Fig. 1: run 1, placed standard cells
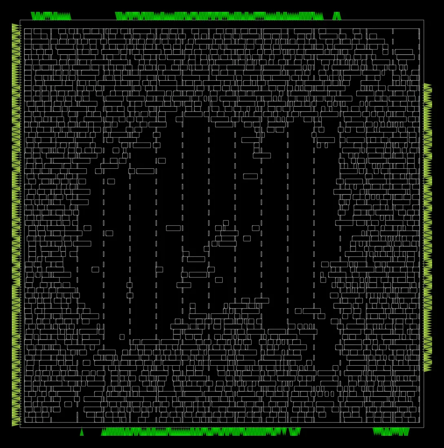
Fig. 2: run 1, power grid
Drawn at 2 px/um. Pins as bars on the die edge.
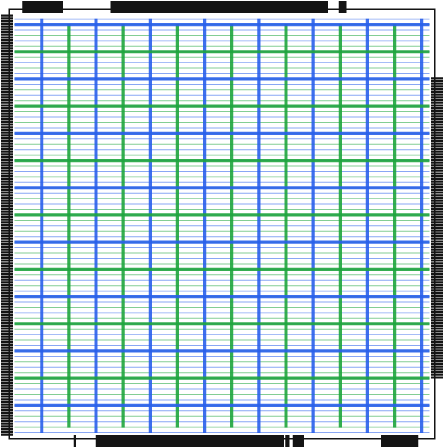
Fig. 3: run 1, close-up of the layout
Window x 81 to 131, y 125 to 175 um. Cells in gray, sequential cells in the stronger gray; small squares are vias.
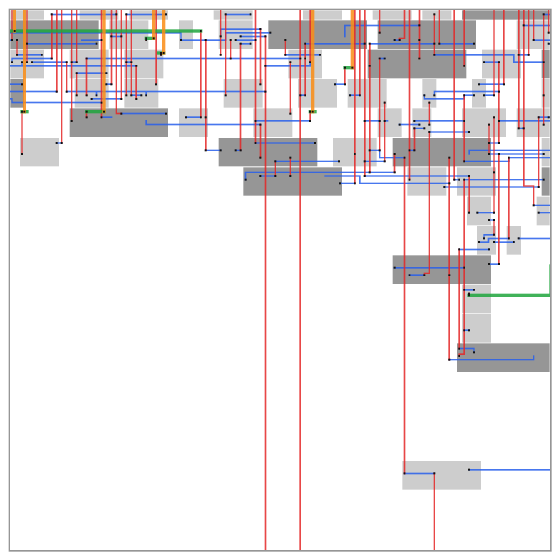
Fig. 4: run 1, wire density map
Drawn at 2 px/um. The die is cut into 21 by 21 equal tiles; dark purple is low, yellow is high, scaled to the fullest tile. Values are wire area over tile area, all layers added.
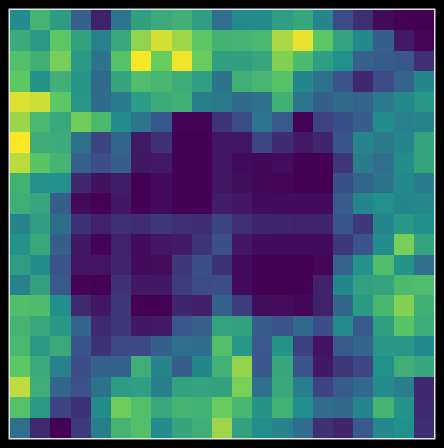
==> config.mk <==
export PLATFORM = sky130hd
export DESIGN_NAME = mem_arbiter_flat
export DESIGN_NICKNAME = d
export VERILOG_FILES = /design/src/rtl/mem_arb_pkg.sv /design/src/rtl/mem_arbiter_if.sv /design/src/rtl/mem_arb_picker.sv /design/src/rtl/mem_arbiter.sv /design/src/flat_wrapper.sv
export SDC_FILE = /design/constraint.sdc
export NUM_CORES = 1
export LEC_CHECK = 0
export CELL_PAD_IN_SITES_DETAIL_PLACEMENT = 1
export CELL_PAD_IN_SITES_GLOBAL_PLACEMENT = 2
export CORE_AREA = 2 2 210 212
export CTS_BUF_LIST = sky130_fd_sc_hd__clkbuf_4
export DETAILED_ROUTE_END_ITERATION = 16
export DIE_AREA = 0 0 212 214
export GPL_ROUTABILITY_DRIVEN = 0
export HOLD_SLACK_MARGIN = 0.05
export PLACE_DENSITY = 0.87
export SLEW_MARGIN = 20
export SYNTH_ARGS = -nofsm -noshare
export SYNTH_HDL_FRONTEND = slang
export SYNTH_HIERARCHICAL = 1
export SYNTH_SLANG_ARGS = --single-unit
==> constraint.sdc <==
create_clock -name clk -period 4 [get_ports clk]
set_clock_uncertainty 0.1 [all_clocks]
set_input_delay 0.4 -clock clk [delete_from_list [all_inputs] [get_ports clk]]
set_output_delay 0.4 -clock clk [all_outputs]
set_load 0.02 [all_outputs]
==> results_dict.tcl <==
# place-and-route summary
set metrics [dict create \
    finalHoldViolCount 0 \
    finalCritPeriodShare_pct 90.2 \
    use_met2_pct 34.0 \
    ant_nets 0 \
    status "complete, no violations" \
    finalSetupViolCount 0 \
    via_per_inst 4.54 \
    simple_gate_area_share_pct 10.8 \
    fp_nets 1107 \
    required_ns 3.50 \
    r2r_cells 9 \
    overflow 0 \
    layout_setup_ws_ns 0.391 \
    fillers 4567 \
    drc 0 \
    critPathArrivalTime_ns 3.11 \
    ff2ff_setup_slack_ns 1.16 \
    syn2layout_area_growth_pct 74.2 \
    fp_util_pct 25.2 \
    register_area_mm2 0.00686 \
    cts_resized 0 \
    leakage_uw 0.00803 \
    xor_area_share_pct 0 \
    tns_ns 0 \
    timing.fmax_mhz 277 \
    slew_violations 0 \
    met3_usage_pct 6.11 \
    drv_cap 0 \
    dpl.hpwl_mm 28.7 \
    final_cell_count_no_fill 2148 \
    cts_tree "yes" \
    rsz0062_at_grt "false" \
    final_nets 1782 \
    worst_slew_pin_slew_ns 0.952 \
    lay_top_count "clkdlybuf4s50_1" \
    slew_headroom_pct 36.5 \
    first_pass_iters 4 \
    ys_chip_area_mm2 0.0108 \
    row_count 76 \
    synth.mux.area_fraction_pct 6.76 \
    mostFrequentLayoutCells "clkdlybuf4s50_1 (539), dfrtp_1 (274), clkbuf_4 (118)" \
    ios 541 \
    grt_pass1_wl_mm 67.7 \
    warnings 31 \
    synth_area_mm2 0.0108 \
    preCtsSetupSlack_ns 0.831 \
    syn-instance-count 834 \
    grt_util_met1_pct 21.1 \
    antenna_found_initial 3 \
    p_per_area_mw_per_mm2 750 \
    grt.busiest_layer "met2" \
    layout.area.comb_mm2 0.00364 \
    drt-wirelength-per-cell_um 20.5 \
    grt_max_degree 130 \
    cts_buffers 79 \
    ys_types 32 \
    io_buffers 540 \
    holdWs_ns 0.156 \
    ys_seq_share_pct 63.3 \
    die_width_um 212 \
    postCtsSetupRepairBufs 0 \
    ys_cells 834 \
    clkSinkCount 274 \
    root_buffer "clkbuf_4" \
    dp_cells 1906 \
    startpoint_type "flip-flop" \
    grt_pass1_vias 11364 \
    crit_path_end_kind "output pin" \
]
Notes on Fig. 1 above:
flop share of the area: 36.4%
Core Util, Final: 44.0%
core area: 0.0429 mm2
Tap Cells: 585

Notes on Fig. 2 above:
Key: VSS = blue; VDD = green
The core has 76 rows. 15 straps on met5.
VDD IR max: 297 uV
Chip Height: 214 um

Notes on Fig. 3 above:
Key: met2 = red; met1 = blue; met3 = green; met4 = orange
42 logic cells have their middle in the window. Sequential cells in the window: 10. Most frequent: clkdlybuf4s50_1 (11), dfrtp_1 (10), a22o_1 (5).

Notes on Fig. 4 above:
The emptiest ninth of the die: center. 35% of the tiles are over half the peak. The fullest tile reaches 0.43. The densest ninth of the die: upper left. 7.9% of the tiles are nearly empty.
drt total wl: 44.0 mm
GRT Total Usage: 19.5%

[run 1: synthesized netlist by cell type]
cell type	instances	area [um2]
and4b_1	1	10.0
o21ai_0	57	285
nor2_1	4	15.0
mux2_2	65	732
nand2b_1	84	526
dfrtp_1	274	6860
nand4b_1	1	8.76
a21bo_2	2	20.0
o311ai_0	1	8.76
nor2b_1	1	6.26
buf_1	2	7.51
nor4bb_1	1	10.0
buf_2	28	140
a221o_1	45	450
ha_1	2	25.0
nand3b_1	2	15.0
buf_6	5	56.3
clkbuf_1	30	113
nand3_1	2	10.0
nand2_1	65	244
a21boi_0	1	7.51
and4bb_1	2	25.0
inv_1	6	22.5
a31oi_1	1	6.26
o2bb2ai_1	1	8.76
and2_1	46	288
o21ai_1	10	50.1
a22o_1	73	639
inv_2	1	3.75
o221a_2	19	214
or3_4	1	11.3
a211o_1	1	8.76
[run 1: cell type report]
class	instances	share of cell area [%]
sequential	274	36.4
timing repair buffer	659	35.3
multi-input combinational	488	19.3
clock buffer	118	4.70
tap	585	3.88
clock inverter	15	0.325
inverter	7	0.139
antenna	2	0.0265
[run 1: power by group]
group,internal [uW],switching (uW),total [uW]
sequential,4020,763,4780
combinational,3420,3350,6770
clock,1330,1250,2580
total,8780,5360,14100
[run 1: cell families (layout without fill, tap and decap cells)]
group	after synthesis	in the layout
buf+inv	72	799
fa+ha+maj	2	2
other cells	0	2
mux	65	65
flops	274	274
simple gates	210	210
compound gates	211	211
[run 1: routing by layer]
metal  vias up  share of wire (%)
met4         2                4.2
li1       4365                  -
met3       108                7.2
met5         -              0.030
met1      4849                 38
met2       421                 50
[run 1: critical path, cell delays in order (launching register included)]
cell,delay (ns)
dfrtp_1,0.42
inv_1,0.07
ha_1,0.19
a21bo_2,0.17
and2_1,0.22
and4bb_2,0.57
clkdlybuf4s50_1,0.69
[run 1: metrics by stage]
stage	utilization (%)	power, uW	instance area (um2)
finish	44.0	14100	18900
global route	44.0	15000	18900
CTS	44.0	14200	18900
detailed placement	39.2	11500	16800
global placement	39.2	11300	16800
floorplan	-	7890	10800
[run 1: timing repair]
item,4_1_cts,5_1_grt
hold endpoints to repair,199,0
setup endpoints to repair,0,0
hold buffers,107,0
Power figures rest on the tool's default switching activity, not on a simulated workload.
